### src/rtl/ps2_pkg.sv
// rtl/ps2_pkg.sv - shared types, constants and parity helper for the PS/2 host blocks
package ps2_pkg;

  // START is folded into SHIFT with the bit counter at zero
  typedef enum logic [2:0] {
    IDLE,
    INHIBIT,
    SHIFT,
    ACK,
    WAIT_IDLE
  } ps2_tx_state_e;

  // start + 8 data + parity + stop
  localparam int PS2_FRAME_BITS = 11;

  // PS/2 uses odd parity over the eight data bits
  function automatic logic ps2_odd_parity(input logic [7:0] data);
    return ~^data;
  endfunction

endpackage

### src/rtl/ps2_host_tx_if.sv
// rtl/ps2_host_tx_if.sv - command handshake and status bundle for the PS/2 host transmitter
interface ps2_host_tx_if;

  logic       tx_valid;
  logic [7:0] tx_data;
  logic       tx_ready;
  logic       busy;
  logic       done;
  logic       ack_err;
  logic       timeout_err;

  // master issues command bytes, slave is the transmitter
  modport master (
    output tx_valid, tx_data,
    input  tx_ready, busy, done, ack_err, timeout_err
  );

  modport slave (
    input  tx_valid, tx_data,
    output tx_ready, busy, done, ack_err, timeout_err
  );

endinterface

### src/rtl/ps2_sync_edge.sv
// rtl/ps2_sync_edge.sv - two-flop synchronizer with falling-edge detect for a PS/2 line
module ps2_sync_edge (
  input  logic clk,
  input  logic rst_n,
  input  logic din_i,
  output logic level_o,
  output logic fall_o
);

  logic meta_q;
  logic sync_q;
  logic prev_q;

  // Idle PS/2 lines are pulled high, so every stage resets to 1 to avoid a false edge
  always_ff @(posedge clk) begin
    if (!rst_n) begin
      meta_q <= 1'b1;
      sync_q <= 1'b1;
      prev_q <= 1'b1;
    end else begin
      meta_q <= din_i;
      sync_q <= meta_q;
      prev_q <= sync_q;
    end
  end

  assign level_o = sync_q;
  assign fall_o  = prev_q & ~sync_q;

endmodule

### src/rtl/ps2_host_tx.sv
// rtl/ps2_host_tx.sv - PS/2 host-to-device command transmitter with ACK and timeout checks
module ps2_host_tx
  import ps2_pkg::*;
#(
  parameter int CLK_FREQ   = 50,
  parameter int INHIBIT_US = 100,
  parameter int TIMEOUT_US = 15000
) (
  input  logic            clk,
  input  logic            rst_n,
  input  logic            ps2_clk,
  input  logic            ps2_data,
  output logic            ps2_clk_oe,
  output logic            ps2_data_oe,
  ps2_host_tx_if.slave    bus
);

  localparam int INHIBIT_CYC = CLK_FREQ * INHIBIT_US;
  localparam int TIMEOUT_CYC = CLK_FREQ * TIMEOUT_US;
  localparam int MAX_CYC     = (INHIBIT_CYC > TIMEOUT_CYC) ? INHIBIT_CYC : TIMEOUT_CYC;
  localparam int CW          = $clog2(MAX_CYC + 1);

  localparam logic [CW-1:0] INH_DATA_LAST = CW'(INHIBIT_CYC - 2);
  localparam logic [CW-1:0] INH_LAST      = CW'(INHIBIT_CYC - 1);
  localparam logic [CW-1:0] TO_LAST       = CW'(TIMEOUT_CYC - 1);

  ps2_tx_state_e state_q;
  logic [CW-1:0] cnt_q;
  logic [3:0]    bit_q;
  logic [9:0]    frame_q;
  logic          clk_oe_q;
  logic          data_oe_q;
  logic          done_q;
  logic          ack_err_q;
  logic          timeout_q;
  logic          nack_q;

  logic clk_level;
  logic clk_fall;
  logic data_level;
  logic data_fall_unused;

  ps2_sync_edge u_sync_clk (
    .clk     (clk),
    .rst_n   (rst_n),
    .din_i   (ps2_clk),
    .level_o (clk_level),
    .fall_o  (clk_fall)
  );

  ps2_sync_edge u_sync_data (
    .clk     (clk),
    .rst_n   (rst_n),
    .din_i   (ps2_data),
    .level_o (data_level),
    .fall_o  (data_fall_unused)
  );

  // Frame sequencer: inhibit, request-to-send, shift on device clocks, check ACK, wait for idle bus
  always_ff @(posedge clk) begin
    if (!rst_n) begin
      state_q   <= IDLE;
      cnt_q     <= '0;
      bit_q     <= '0;
      frame_q   <= '0;
      clk_oe_q  <= 1'b0;
      data_oe_q <= 1'b0;
      done_q    <= 1'b0;
      ack_err_q <= 1'b0;
      timeout_q <= 1'b0;
      nack_q    <= 1'b0;
    end else begin
      done_q    <= 1'b0;
      ack_err_q <= 1'b0;
      timeout_q <= 1'b0;
      if ((state_q inside {SHIFT, ACK, WAIT_IDLE}) && (cnt_q == TO_LAST)) begin
        // Device went quiet: free the bus; a NACKed frame already reported its error
        state_q   <= IDLE;
        cnt_q     <= '0;
        clk_oe_q  <= 1'b0;
        data_oe_q <= 1'b0;
        timeout_q <= ~nack_q;
      end else begin
        case (state_q)
          IDLE: begin
            if (bus.tx_valid) begin
              frame_q  <= {1'b1, ps2_odd_parity(bus.tx_data), bus.tx_data};
              cnt_q    <= '0;
              nack_q   <= 1'b0;
              clk_oe_q <= 1'b1;
              state_q  <= INHIBIT;
            end
          end
          INHIBIT: begin
            // Falls seen here are our own clock hold and are ignored
            cnt_q <= cnt_q + CW'(1);
            if (cnt_q == INH_DATA_LAST) begin
              data_oe_q <= 1'b1;
            end
            if (cnt_q == INH_LAST) begin
              clk_oe_q <= 1'b0;
              cnt_q    <= '0;
              bit_q    <= '0;
              state_q  <= SHIFT;
            end
          end
          SHIFT: begin
            if (clk_fall) begin
              cnt_q     <= '0;
              data_oe_q <= ~frame_q[0];
              frame_q   <= {1'b0, frame_q[9:1]};
              bit_q     <= bit_q + 4'd1;
              if (bit_q == 4'd9) begin
                state_q <= ACK;
              end
            end else begin
              cnt_q <= cnt_q + CW'(1);
            end
          end
          ACK: begin
            if (clk_fall) begin
              cnt_q     <= '0;
              nack_q    <= data_level;
              ack_err_q <= data_level;
              state_q   <= WAIT_IDLE;
            end else begin
              cnt_q <= cnt_q + CW'(1);
            end
          end
          WAIT_IDLE: begin
            cnt_q <= clk_fall ? '0 : cnt_q + CW'(1);
            if (clk_level && data_level) begin
              done_q  <= ~nack_q;
              cnt_q   <= '0;
              state_q <= IDLE;
            end
          end
          default: begin
            state_q <= IDLE;
          end
        endcase
      end
    end
  end

  assign ps2_clk_oe      = clk_oe_q;
  assign ps2_data_oe     = data_oe_q;
  assign bus.tx_ready    = (state_q == IDLE);
  assign bus.busy        = (state_q != IDLE);
  assign bus.done        = done_q;
  assign bus.ack_err     = ack_err_q;
  assign bus.timeout_err = timeout_q;

endmodule

### src/flat_wrapper.sv
// flat-port wrapper written by rule: the top's interface ports become plain ports
module ps2_host_tx_flat import ps2_pkg::*;
#(
  parameter int CLK_FREQ   = 50,
  parameter int INHIBIT_US = 100,
  parameter int TIMEOUT_US = 15000
)
  (clk, rst_n, ps2_clk, ps2_data, ps2_clk_oe, ps2_data_oe, bus_tx_valid, bus_tx_data, bus_tx_ready, bus_busy, bus_done, bus_ack_err, bus_timeout_err);
  ps2_host_tx_if bus_i ();
  input  logic clk;
  input  logic rst_n;
  input  logic ps2_clk;
  input  logic ps2_data;
  output logic ps2_clk_oe;
  output logic ps2_data_oe;
  input wire logic [$bits(bus_i.tx_valid)-1:0] bus_tx_valid;
  input wire logic [$bits(bus_i.tx_data)-1:0] bus_tx_data;
  output wire logic [$bits(bus_i.tx_ready)-1:0] bus_tx_ready;
  output wire logic [$bits(bus_i.busy)-1:0] bus_busy;
  output wire logic [$bits(bus_i.done)-1:0] bus_done;
  output wire logic [$bits(bus_i.ack_err)-1:0] bus_ack_err;
  output wire logic [$bits(bus_i.timeout_err)-1:0] bus_timeout_err;
  assign bus_i.tx_valid = bus_tx_valid;
  assign bus_i.tx_data = bus_tx_data;
  assign bus_tx_ready = bus_i.tx_ready;
  assign bus_busy = bus_i.busy;
  assign bus_done = bus_i.done;
  assign bus_ack_err = bus_i.ack_err;
  assign bus_timeout_err = bus_i.timeout_err;
  ps2_host_tx #(.CLK_FREQ(CLK_FREQ), .INHIBIT_US(INHIBIT_US), .TIMEOUT_US(TIMEOUT_US)) u_core (.clk(clk), .rst_n(rst_n), .ps2_clk(ps2_clk), .ps2_data(ps2_data), .ps2_clk_oe(ps2_clk_oe), .ps2_data_oe(ps2_data_oe), .bus(bus_i));
endmodule
### config.mk
export PLATFORM = sky130hd
export DESIGN_NAME = ps2_host_tx_flat
export DESIGN_NICKNAME = d
export VERILOG_FILES = /design/src/rtl/ps2_pkg.sv /design/src/rtl/ps2_host_tx_if.sv /design/src/rtl/ps2_sync_edge.sv /design/src/rtl/ps2_host_tx.sv /design/src/flat_wrapper.sv
export SDC_FILE = /design/constraint.sdc
export NUM_CORES = 1
export LEC_CHECK = 0
export CORE_MARGIN = 2
export CORE_UTILIZATION = 57
export CTS_CLUSTER_DIAMETER = 120
export DETAILED_ROUTE_END_ITERATION = 12
export GPL_ROUTABILITY_DRIVEN = 0
export GPL_TIMING_DRIVEN = 0
export MAX_ROUTING_LAYER = met4
export PLACE_DENSITY_LB_ADDON = 0.15
export SETUP_SLACK_MARGIN = 0.3
export SLEW_MARGIN = 10
export SYNTH_ARGS = -nofsm -noshare
export SYNTH_HDL_FRONTEND = slang
export SYNTH_HIERARCHICAL = 1
export SYNTH_SLANG_ARGS = --single-unit
### constraint.sdc
create_clock -name clk -period 2.4 [get_ports clk]
set_input_delay 0.36 -clock clk [delete_from_list [all_inputs] [get_ports clk]]
set_output_delay 0.36 -clock clk [all_outputs]
set_load 0.005 [all_outputs]
Metal 1:
Scale: 6 px per micron. Supply wires on this layer in grey.
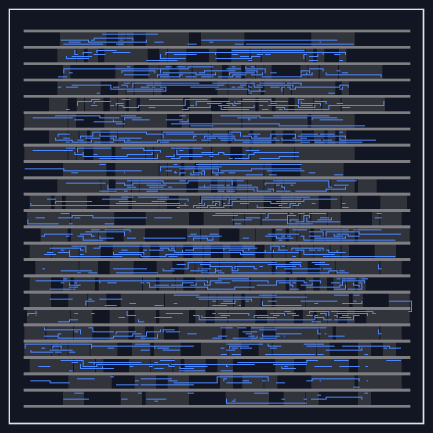
main direction: horizontal
share of all routed wire: 51%
nets with wire on the layer: 291
longest straight run: 29.9 microns
wire length on this layer: 2440 microns
global-route met1 utilization: 0.325
via count of the routed design: 1957

Met2 routing:
Scale: 6 px per micron.
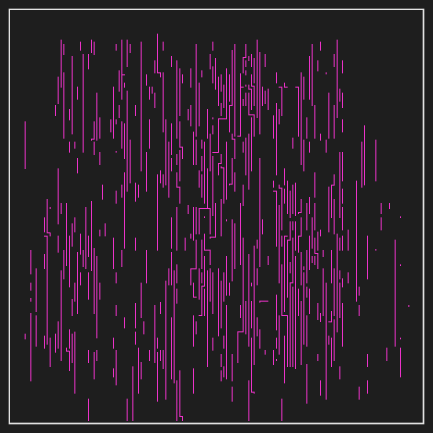
share of all routed wire: 44%
longest straight run: 21.4 microns
wire length on this layer: 2080 microns
main direction: vertical
fraction of met2 tracks used by global routing: 0.328
final routed wirelength across all metal layers: 4.74 mm

The metal 3 layer:
Scale: 8 px per micron.
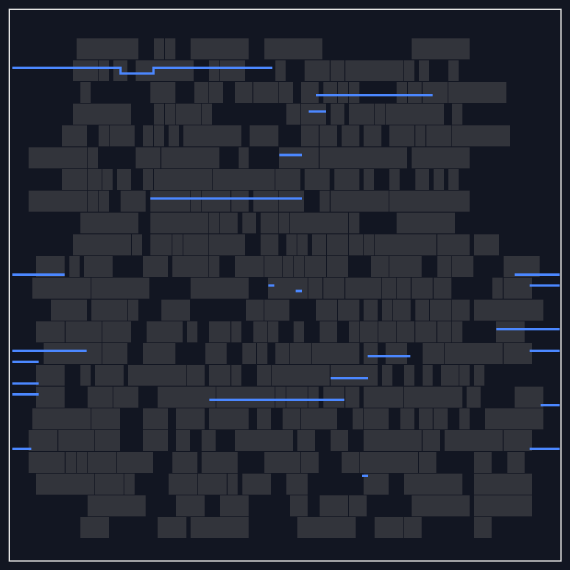
nets with wire on the layer: 18
longest straight run: 18.6 microns
wire length on this layer: 149 microns
met3 track demand over resource: 0.0552

Clock distribution:
Scale: 4 px per micron.
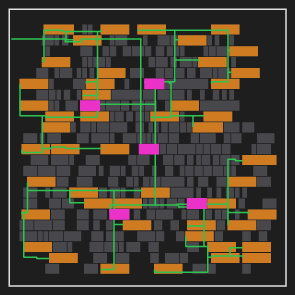
[clock wires] green | length: 526 microns
[flip-flops] orange | count: 48
[clock-net drivers] magenta | count: 5
routed clock nets: 6
power in the clock group: 573 uW
Late-Pin Clk Latency: 300 ps
portion of total power attributed to the clock network: 0.332

Routing congestion:
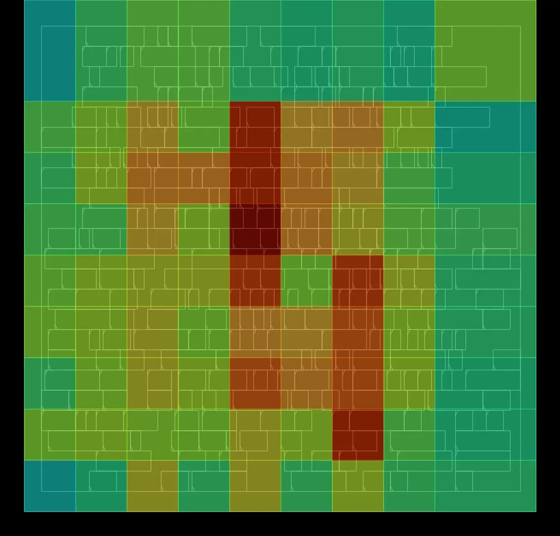
average wire per cell in the routed design: 13.5 microns
grt peak-use layer: met2
final standard cell utilization of the core: 0.702
GRT Util Overall: 0.230

==> results.tsv <==
metric	value	unit
outcome	finished, final reports clean	
die_width	68.8	microns
detailedPlacementHpwl	3.35	mm
tns	0	ps
peakVddDrop	0.000438	V
chip_area	4730	sq um
antenna_cells	0	
floorplan.io_pins	20	
floorplan.initialDensity	0.594	
worst_setup_path_startpoint	u_core/state_q[2]	
slew_violations	0	
ctsHoldBuffers	0	
count_of_placed_standard_cells_including_taps	339	
globalRoute.totalOverflow	0	
timing.rr.start	u_core/state_q[2]	
tritoncts	done	
grt_pass1_vias	1693	
die-height	68.8	microns
finalHoldViolations	0	
cts_sinks	48	
relSlewSlack	0.581	
drt_drc_violations_left	0	
syn-instance-count	270	
timing.final.crit_share	0.848	
finish.cell_count_without_fillers	350	
final_net_count	316	
port-buffer-count	19	
hold_path.startpoint	u_core/u_sync_clk/meta_q	
vias_per_cell	5.59	
critPathMaxFanout	10	
synthToLayoutAreaGrowth	18.2	%
dr.first_iter.drc_count	156	
worstHoldPathType	flop to flop	
synthesis.nets	287	
worst_hold_slack	415	ps
grt_max_degree	16	
tool_warnings	30	
ant_nets	0	
cp_top_family	AND-OR/OR-AND gates	
dominant_logic_cell_types_in_the_final_layout	dfxtp_1, nor2_1, xnor2_1	
cp.arrival	2230	ps
layout.cells.most_common	dfxtp_1	
grt_setup_unrepaired	true	
clk_pin_slew_worst_paths	90	ps
## what timing repair did
| action | 4_1_cts | 5_1_grt |
|---|---|---|
| buffers inserted | 0 | 3 |
| pin swaps | 0 | 2 |
| resized | 5 | 12 |
| setup endpoints to repair | 4 | 33 |
## power by group
part           total [mW]  switching, mW  internal (mW)
clock               0.573          0.265          0.308
sequential          0.859         0.0249          0.834
combinational       0.293          0.154          0.139
## registers in the layout, indices dropped and copies added, names as in the netlist
register / cells
u_core/cnt_q: 20
u_core/frame_q: 10
u_core/bit_q: 4
u_core/state_q: 3
u_core/bus.ack_err: 1
u_core/bus.done: 1
u_core/bus.timeout_err: 1
u_core/nack_q: 1
u_core/ps2_clk_oe: 1
u_core/ps2_data_oe: 1
u_core/u_sync_clk/level_o: 1
u_core/u_sync_clk/meta_q: 1
u_core/u_sync_clk/prev_q: 1
u_core/u_sync_data/level_o: 1
u_core/u_sync_data/meta_q: 1
## per-layer routing
layer | vias up | GRT usage | share of wire | wire, microns
li1 | 1003 | - | - | -
met1 | 919 | 0.325 | 0.51 | 2440
met2 | 27 | 0.328 | 0.44 | 2080
met3 | 8 | 0.0552 | 0.031 | 149
met4 | 0 | 0.0662 | 0.015 | 70
met5 | - | - | 0 | 0
## area by class of cell
| type | instances | area [sq um] |
|---|---|---|
| Buffer | 11 | 65.1 |
| Clock buffer | 5 | 68.8 |
| Clock inverter | 3 | 42.5 |
| Fill cell | 313 | 1200 |
| Inverter | 9 | 33.8 |
| Multi-Input combinational cell | 202 | 1370 |
| Sequential cell | 48 | 967 |
| Tap cell | 50 | 62.6 |
| Timing Repair Buffer | 22 | 215 |
## worst reg2reg max path, stage by stage, from the launching register on
cell       delay, ps
dfxtp_4          380
or3b_4           410
a2111oi_4        460
buf_4            220
a21oi_4          100
buf_6            170
o21ai_1          120
a21oi_1           50
## metrics by stage
step | utilization | instance area, sq um | total power, mW | worst slack, ps
2_1_floorplan | - | 2390 | 1.08 | 604
3_3_place_gp | 0.657 | 2650 | 1.16 | 115
3_5_place_dp | 0.657 | 2650 | 1.16 | 116
4_1_cts | 0.686 | 2770 | 1.74 | 265
5_1_grt | 0.702 | 2830 | 1.82 | 254
6_report | 0.702 | 2830 | 1.73 | 364
## worst paths after layout
kind,end
max,u_core/frame_q[8]
min,u_core/u_sync_clk/level_o
max reg2reg,u_core/frame_q[8]
min reg2reg,u_core/u_sync_clk/level_o
Power and IR drop assume default switching activity.
